### Signal metal coverage by tile, run 1

Drawn at 6 px/micron. The die is cut into 11 by 11 equal tiles; white is low, dark blue is high, scaled to the fullest tile. Values are wire area over tile area, all layers added.
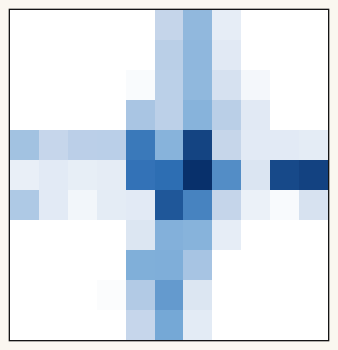
### Routing congestion, run 1

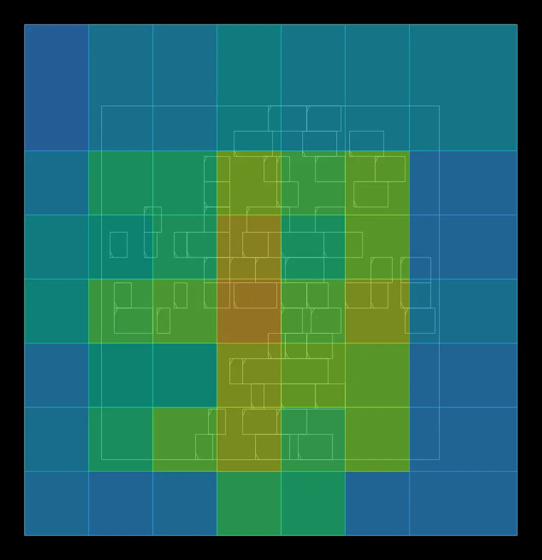
### Layout detail, run 1

Window x 12 to 42, y 2 to 32 microns. Cells in grey, sequential cells in the stronger grey; small squares are vias.
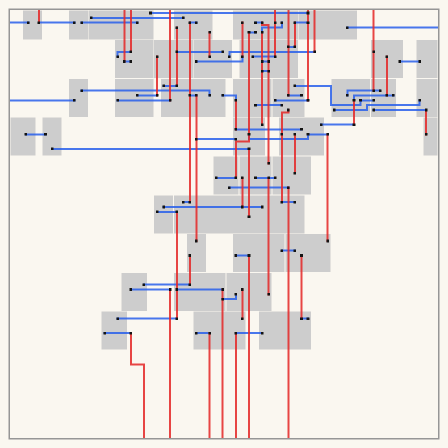
### Selected gate families, run 1

Drawn at 10 px/micron.
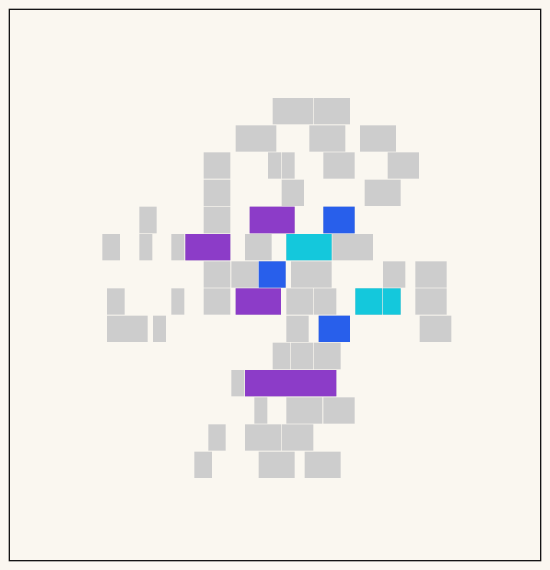
[config.mk]
export PLATFORM = sky130hd
export DESIGN_NAME = eq_compare_core
export DESIGN_NICKNAME = d
export VERILOG_FILES = /design/src/rtl/eqchk_pkg.sv /design/src/rtl/eq_compare_core.sv
export SDC_FILE = /design/constraint.sdc
export NUM_CORES = 1
export LEC_CHECK = 0
export CAP_MARGIN = 30
export CORE_AREA = 8 8 45 47
export DETAILED_ROUTE_END_ITERATION = 6
export DIE_AREA = 0 0 53 55
export GPL_ROUTABILITY_DRIVEN = 0
export PLACE_DENSITY = 0.47
export SLEW_MARGIN = 20
export SYNTH_ARGS = -nofsm -noshare
export SYNTH_HDL_FRONTEND = slang
export SYNTH_SLANG_ARGS = --single-unit
[constraint.sdc]
create_clock -name vclk -period 2
set_input_delay 0.2 -clock vclk [all_inputs]
set_output_delay 0.2 -clock vclk [all_outputs]
set_load 0.01 [all_outputs]
[src/rtl/eqchk_pkg.sv]
// Shared types and helpers for the stream equality checker.
package eqchk_pkg;

  // Widest operand that eval_eq can evaluate; narrower operands are
  // zero-extended, and padding bits are known and equal, so they never
  // change the result.
  localparam int MAX_W = 64;

  // The five results produced for each operand pair.
  typedef struct packed {
    logic eq;
    logic ne;
    logic eq_x;
    logic ceq;
    logic cne;
  } eq_result_t;

  // Which statistics counter an accepted pair belongs to.
  typedef enum logic [1:0] {
    CLS_MATCH    = 2'd0,
    CLS_MISMATCH = 2'd1,
    CLS_UNKNOWN  = 2'd2
  } result_class_t;

  // Four-state equality over two-state value/X-flag pairs.
  // A definite differing bit dominates any unknown bit for the logical result.
  // The case result compares the X flags themselves and ignores value bits
  // under X.
  function automatic eq_result_t eval_eq(input logic [MAX_W-1:0] a,
                                         input logic [MAX_W-1:0] a_x,
                                         input logic [MAX_W-1:0] b,
                                         input logic [MAX_W-1:0] b_x);
    eq_result_t r;
    logic any_diff;
    logic any_unk;
    logic all_match;
    logic known;
    any_diff  = 1'b0;
    any_unk   = 1'b0;
    all_match = 1'b1;
    for (int i = 0; i < MAX_W; i++) begin
      known = !a_x[i] && !b_x[i];
      if (known && (a[i] != b[i])) any_diff = 1'b1;
      if (!known) any_unk = 1'b1;
      if (!((a_x[i] == b_x[i]) && (a_x[i] || (a[i] == b[i])))) all_match = 1'b0;
    end
    r.eq   = !any_diff && !any_unk;
    r.ne   = any_diff;
    r.eq_x = !any_diff && any_unk;
    r.ceq  = all_match;
    r.cne  = !all_match;
    return r;
  endfunction

  // Maps a result to exactly one counter class.
  function automatic result_class_t classify(input eq_result_t r);
    if (r.ne)        return CLS_MISMATCH;
    else if (r.eq_x) return CLS_UNKNOWN;
    else             return CLS_MATCH;
  endfunction

  // Increment that sticks at the all-ones value of a w-bit counter.
  function automatic logic [63:0] sat_inc(input logic [63:0] val, input int w);
    logic [63:0] max;
    max = (w >= 64) ? {64{1'b1}} : ((64'd1 << w) - 64'd1);
    return (val >= max) ? max : (val + 64'd1);
  endfunction

endpackage

[src/rtl/eq_compare_core.sv]
// Purely combinational per-bit evaluation of one operand pair.
module eq_compare_core
  import eqchk_pkg::*;
#(
  parameter int WIDTH = 4
) (
  input  logic [WIDTH-1:0] a,
  input  logic [WIDTH-1:0] a_x,
  input  logic [WIDTH-1:0] b,
  input  logic [WIDTH-1:0] b_x,
  output eq_result_t       res
);

  // Operands are widened to the evaluator width; the padding is neutral.
  assign res = eval_eq(MAX_W'(a), MAX_W'(a_x), MAX_W'(b), MAX_W'(b_x));

endmodule

==> CHANGELOG.md, run 1 <==
### Changed

- Status: completed
- Count of cells resized by post-cts repair: 42
- Average size of a mapped cell: 7.205 sq um
- Share of cells above drive strength 1: 46.55%
- Kind of end point of the critical path: primary output
- Gate count of the mapped netlist: 29
- Hold Crit Class: primary input to primary output
- Clock buffer count: 0
- Yosys warning count: 0
- Max-slew headroom at the worst pin: 86.12%
- Portion of total power attributed to the clock network: 0%
- Remaining DRCs: 0
- Total power draw: 0.09363 mW
- Simple-Gate Fraction of Synth Area: 32.93%
- Net Switching: 0.03437 mW
- Distinct cell type count of the synthesized netlist: 13
- Arrival time at the worst endpoint: 1.79 ns
- Post-route minimum period: 1.987 ns
- Final setup fails: 0
- Setup repair after global routing missed its margin: true
- Count of endpoints failing hold in the final timing report: 0
- Data required time of the worst path: 1.80 ns
- Kind of critical path: primary input to primary output
- Syn_nets: 49
- Area used by sequential logic in the layout: 0 sq um
- Hold buffer count at cts: 0
- Endpoint of the worst hold path: res[1]
- Initial antenna violation count: 0
- FF+latch count: 0
- Leakage power: 0.2555 nW
- Maximum clock rate: 503.3 MHz
- Post-Synth Adder-Cell Area: 23.95%
- Instance count on the critical path: 7
- Dominant kind of combinational cell: simple AND/OR/NAND/NOR gates
- Post-CTS Repair Setup Buffers: 5
- Placeable core region: 0.001384 sq mm
- Number of diodes added for antenna fixing: 0
- DRT iter0 DRCs: 3
- Final cycle utilization of the critical path: 99.35%
- Cell row count: 14
- Final WS setup: 0.01308 ns
- Max-cap check violation count: 0
- Number of cells traversed by the worst hold path: 5
- Kind of launch point of the worst setup path: primary input
- I/O pin count: 21
- Floorplan die height: 55 microns
- Yosys-reported design area after synthesis: 209.0 sq um
- Reg power frac: 0%
- Switching Share: 36.71%
- Total internal power: 0.05926 mW
- Transition at the pin with the smallest max-transition slack: 0.2074 ns
- Most frequent cells in the layout: clkdlybuf4s50_1 (8), buf_4 (8), inv_2 (5)
- Pre-CTS setup slack: -0.8904 ns
- Proportion of power drawn by combinational gates: 100.0%
- Detailed Routing Iterations Pass 1: 2
- Maximum ir drop on the vdd rail: 0.00005079 V
- Slowest library cell on the worst path: or4_1
- Width of the die: 53 microns
- Routed vias: 285
- Grt ovf: 0
- WP buf/inv: 3
- Global-route wire length before repair: 1.028 mm
- Longest individual stage delay on the worst path: 0.50 ns
- Cells in synth_stat.txt: 29
- Total number of warnings across the stage logs: 34
- Filler Cell Count: 150
- Max-slew violation total from the final report: 0
- Xor/xnor share of the synthesized area: 16.77%
- Beginning of the worst hold path: a_x[3]
## Picture notes: 'Signal metal coverage by tile'
tiles over half the peak: 9.9%
nearly empty tiles: 49%
densest ninth of the die: centre
fullest tile: 0.22
mean over tiles: 0.037

## Picture notes: 'Routing congestion'
met1 demand-to-capacity share in global routing: 5.128%
met2 Usage GRT: 8.594%
detailed-route wire length per cell: 9.568 microns
aggregate global-route resource usage: 4.251%
post-layout utilization of the core: 35.35%

## Picture notes: 'Layout detail'
legend:
  M2:
    colour: red
  M1:
    colour: blue
cells with their middle in the window: 35
most frequent: buf_4 (5), clkdlybuf4s50_1 (4)
sequential cells in the window: 0

## Picture notes: 'Selected gate families'
legend:
  nor cells:
    colour: cyan
    cells: 3
  fa/ha/maj cells:
    colour: purple
    cells: 4
    most_used: ha_1
    where: centre
  non-inverting ao/oa cells:
    colour: blue
    cells: 3
    most_used: a22o_1
Layout Cells excl Fill: 74
logic share of the area: 40.41%

run 1: tightest hold or removal path, stage by stage:
cell      delay, ns
clkbuf_2       0.09
inv_2          0.05
and2_1         0.15
nor4_2         0.05
buf_2          0.13
run 1: layout make-up:
cell class / instances / share of cell area [%]
repair buffers: 29 / 49.36
multi-input cells: 21 / 40.41
well taps: 16 / 4.092
inverters: 8 / 6.138
run 1: per-stage QoR:
| step | hold WS (ns) | TNS (ns) | instance area, sq um |
|---|---|---|---|
| CTS | 0.9030 | 0 | 493.0 |
| global route | 0.8941 | -0.03382 | 489.2 |
| floorplan | 0.6358 | 0 | 209.0 |
| finish | 0.8585 | 0 | 489.2 |
| global placement | 1.546 | -1.982 | 461.7 |
| detailed placement | 1.554 | -2.000 | 461.7 |
run 1: power by group through the flow:
stage,combinational (mW),clock [mW],sequential (mW)
2_1_floorplan,0.0348,0,0
6_report,0.0936,0,0
3_5_place_dp,0.0921,0,0
4_1_cts,0.0943,0,0
3_3_place_gp,0.0927,0,0
5_1_grt,0.102,0,0
run 1: synth_stat cells:
cell | number | area [sq um]
inv_1 | 8 | 30.03
ha_1 | 4 | 50.05
xor2_1 | 4 | 35.03
and2_1 | 3 | 18.77
a22o_1 | 2 | 17.52
a21o_1 | 1 | 7.510
nand4_1 | 1 | 6.260
nor3_1 | 1 | 5.000
nor3b_1 | 1 | 7.510
nor4_1 | 1 | 6.260
or2_2 | 1 | 6.260
or4_1 | 1 | 7.510
or4_4 | 1 | 11.26
run 1: layer usage:
layer	vias up	global-route usage [%]	routed length (microns)
met1	121	5.128	271
met5	-	0	0
li1	156	-	-
met4	0	0	0
met2	8	8.594	406
met3	0	0	31
==> run 1 -> run 2 <==
--- a/config.mk
+++ b/config.mk
@@ -6,9 +6,9 @@
 export NUM_CORES = 1
 export LEC_CHECK = 0
 export CAP_MARGIN = 30
-export CORE_AREA = 8 8 45 47
+export CORE_AREA = 2 2 39 41
 export DETAILED_ROUTE_END_ITERATION = 6
-export DIE_AREA = 0 0 53 55
+export DIE_AREA = 0 0 41 43
 export GPL_ROUTABILITY_DRIVEN = 0
 export PLACE_DENSITY = 0.47
 export SLEW_MARGIN = 20
==> constraint.sdc (replaced) <==
create_clock -name vclk -period 2.35
set_input_delay 0.235 -clock vclk [all_inputs]
set_output_delay 0.235 -clock vclk [all_outputs]
set_load 0.01 [all_outputs]
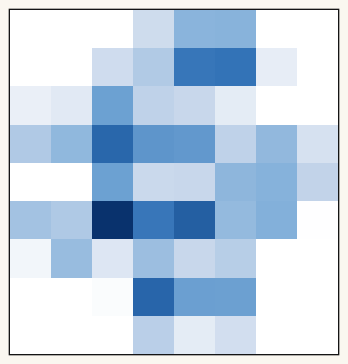
*Cell area per tile, run 2*
Drawn at 8 px/micron. The die is cut into 8 by 9 equal tiles; white is low, dark blue is high, 0 to 100% covered.
densest ninth of the die: centre
mean over tiles: 26%
tiles over 75% full: 5.6%
emptiest ninth of the die: south-west
post-layout utilization of the core: 34.27%
fraction of the core area occupied by cells at floorplan: 15.10%
placeable core region: 0.001384 sq mm

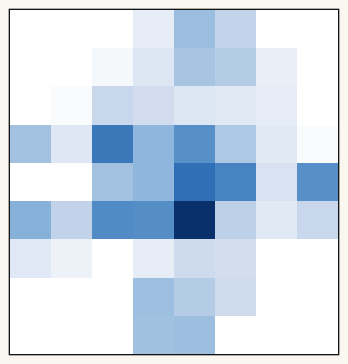
*Signal metal coverage by tile, run 2*
Drawn at 8 px/micron. The die is cut into 8 by 9 equal tiles; white is low, dark blue is high, scaled to the fullest tile. Values are wire area over tile area, all layers added.
tiles over half the peak: 11%
nearly empty tiles: 36%
fullest tile: 0.24
mean over tiles: 0.048
densest ninth of the die: centre
total length of routed wires: 547 microns
aggregate global-route resource usage: 7.692%

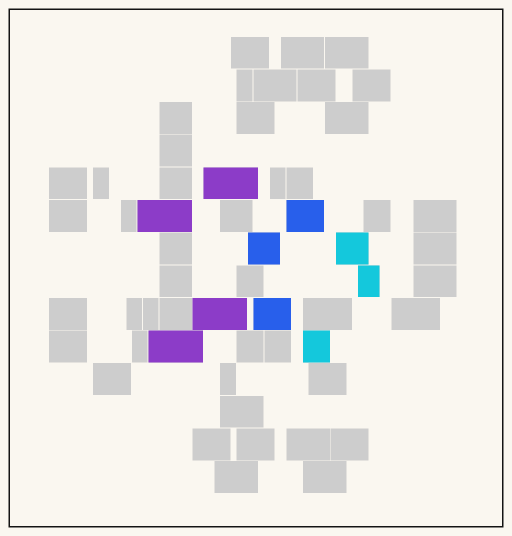
*Selected gate families, run 2*
Drawn at 12 px/micron.
legend:
  nor cells:
    colour: cyan
    cells: 3
  fa/ha/maj cells:
    colour: purple
    cells: 4
    most_used: ha_1
  non-inverting ao/oa cells:
    colour: blue
    cells: 3
    most_used: a22o_1

==> run 2 against run 1 <==
Critical path depth unchanged. Cell count decreased by 2.7%. Cell area decreased by 3.1%. Critical path type unchanged. Highest routed layer unchanged.
==> CHANGELOG.md, run 2 <==
### Changed

- Status: completed (unchanged)
- Distinct cell type count of the synthesized netlist: 13 (unchanged)
- Buffers added on ports: 21 (unchanged)
- Critical path peak fanout: 2 (unchanged)
- Most frequent cells in the layout: clkdlybuf4s50_1 (11), inv_1 (8), dlygate4sd2_1 (8) (was clkdlybuf4s50_1 (8), buf_4 (8), inv_2 (5))
- Synth top cell by count: inv_1 (unchanged)
- Hold buffer count at cts: 0 (unchanged)
- Yosys warning count: 0 (unchanged)
- Setup repair after global routing missed its margin: false (was true)
- Hold Worst Slack: 1.104 ns (was 0.8585 ns)
- Kind of end point of the critical path: primary output (unchanged)
- Detailed-route wire length per cell: 7.597 microns (was 9.568 microns)
- I/O pin count: 21 (unchanged)
- Remaining DRCs: 0 (unchanged)
- Final cycle utilization of the critical path: 94.73%
- Maximum clock rate: 449.2 MHz
- Max-slew violation total from the final report: 0 (unchanged)
- Initial antenna violation count: 0 (unchanged)
- Proportion of power drawn by combinational gates: 100.0% (about the same)
- Dominant kind of combinational cell: simple AND/OR/NAND/NOR gates (unchanged)
- Post-CTS Repair Setup Buffers: 5 (unchanged)
- Maximum ir drop on the vdd rail: 0.00004678 V (was 0.00005079 V)
- Longest individual stage delay on the worst path: 0.52 ns (was 0.50 ns)
- NumNets Final: 78 (was 80)
- FF+latch count: 0 (unchanged)
- Kind of launch point of the worst setup path: primary input (unchanged)
- Detailed Routing Iterations Pass 1: 1 (was 2)
- Number of diodes added for antenna fixing: 0 (unchanged)
- Most frequent cells after synthesis: inv_1 (8), ha_1 (4), xor2_1 (4) (unchanged)
- Floorplan die height: 43 microns (was 55 microns)
- Final setup fails: 0 (unchanged)
- DRT iter0 DRCs: 0 (was 3)
- Average size of a mapped cell: 7.205 sq um (unchanged)
- Share of cells above drive strength 1: 16.07% (was 46.55%)
- Total power draw: 0.07463 mW (was 0.09363 mW)
- Grt ovf: 0 (unchanged)
- Syn_nets: 49 (unchanged)
- Gate count of the mapped netlist: 29 (unchanged)
- Count of cells resized by post-cts repair: 15 (was 42)
- Post-route minimum period: 2.226 ns
- Total number of warnings across the stage logs: 33 (was 34)
- Max-cap check violation count: 0 (unchanged)
- Kind of critical path: primary input to primary output (unchanged)
- Area occupied by multi-input gates: 178.9 sq um (was 197.7 sq um)
- Power per standard cell area: 157.4 mW/mm^2 (was 191.4 mW/mm^2)
- Area used by sequential logic in the layout: 0 sq um (unchanged)
- Area leader share: 23.95% (unchanged)
- Xor/xnor share of the synthesized area: 16.77% (unchanged)
- Portion of total power attributed to the clock network: 0% (about the same)
- Simple-Gate Fraction of Synth Area: 32.93% (unchanged)
- Cells in synth_stat.txt: 29 (unchanged)
- Estimated wirelength of the detail-placed design: 508.7 microns (was 645.4 microns)
- Via count of the first global-routing pass: 254 (was 269)
- Max-slew headroom at the worst pin: 86.52% (was 86.12%)
- Leakage power: 0.2501 nW (was 0.2555 nW)
- Maximum number of pins on one net before global-route repair: 4 (unchanged)
- Top post-synthesis cells by area: ha_1 (24%), xor2_1 (17%), inv_1 (14%), and2_1 (9.0%), a22o_1 (8.4%) (unchanged)
- Routed vias: 281 (was 285)
- Fin area: 474.2 sq um (was 489.2 sq um)
- Post-Synth Adder-Cell Area: 23.95% (unchanged)
- Width of the die: 41 microns (was 53 microns)
- Leading area contributor after synthesis: ha_1 (unchanged)
- Filler Cell Count: 159 (was 150)
- Net Switching: 0.02620 mW (was 0.03437 mW)
- DR vias/cell: 3.903 (was 3.851)
- Cell area after synthesis: 209.0 sq um (unchanged)
- Cells along the critical path: dlygate4sd2_1 -> inv_1 -> ha_1 -> or4_1 -> a21o_1 -> or4_4 -> buf_6 (was buf_2 -> inv_2 -> ha_4 -> or4_1 -> a21o_1 -> or4_4 -> buf_6)
- Slowest library cell on the worst path: or4_1 (unchanged)
- Total internal power: 0.04844 mW (was 0.05926 mW)
- Switching Share: 35.10% (was 36.71%)
- Hold Crit Class: primary input to primary output (unchanged)
- Instance area after placement: 446.7 sq um (was 461.7 sq um)
- Data required time of the worst path: 2.12 ns (was 1.80 ns)
- Arrival time at the worst endpoint: 1.99 ns (was 1.79 ns)
- Global-route wire length before repair: 1.014 mm (was 1.028 mm)
- Yosys-reported design area after synthesis: 209.0 sq um (unchanged)
- Count of endpoints failing hold in the final timing report: 0 (unchanged)
- Transition at the pin with the smallest max-transition slack: 0.2015 ns (was 0.2074 ns)
- Compound Share, Synth: 11.98% (unchanged)
- Cell row count: 14 (unchanged)
- Reg power frac: 0% (about the same)
- Clock buffer count: 0 (unchanged)
-- run 2: kinds of logic after synthesis --
kind of cell | count (synthesis)
buffers and inverters | 8
AND-OR/OR-AND | 3
XOR/XNOR | 4
adder cells (fa/ha/maj) | 4
AND/OR/NAND/NOR | 10
-- run 2: worst paths after layout --
kind,start,to,slack (ns),depth (start not counted)
max,a_x[3],res[0],0.12,7
min,a_x[0],res[0],1.10,5
-- run 2: layer usage --
layer / share of wire (%) / track usage (%)
met4: 0 / 0
met1: 42 / 10.76
met2: 53 / 13.44
met3: 4.8 / 0
met5: 0 / 0
-- run 2: metrics by stage --
stage	setup TNS (ns)	utilization [%]	setup WS (ns)	std cells
CTS	0	34.36	0.1084	72
detailed placement	-1.101	32.28	-0.6223	67
finish	0	34.27	0.1239	72
global placement	-1.052	32.28	-0.5948	67
global route	0	34.27	0.009281	72
floorplan	0	-	0.3756	29
-- run 2: worst max-delay path, delay by kind of cell --
| kind | cells | cell delay [ns] |
|---|---|---|
| simple gates | 2 | 0.93 |
| compound gates | 1 | 0.18 |
| fa+ha+maj | 1 | 0.22 |
| buf+inv | 3 | 0.42 |
-- run 2: final cells by class --
class	instances	area share [%]
multi-input combinational	21	37.73
tap	16	4.222
inverter	8	6.332
timing repair buffer	27	51.71
-- run 2: power by group through the flow --
| stage | Clock, mW | Sequential, mW | Combinational (mW) |
|---|---|---|---|
| 2_1_floorplan | 0 | 0 | 0.0296 |
| 6_report | 0 | 0 | 0.0746 |
| 3_5_place_dp | 0 | 0 | 0.0747 |
| 4_1_cts | 0 | 0 | 0.0760 |
| 3_3_place_gp | 0 | 0 | 0.0743 |
| 5_1_grt | 0 | 0 | 0.0839 |
Power figures rest on the tool's default switching activity, not on a simulated workload.
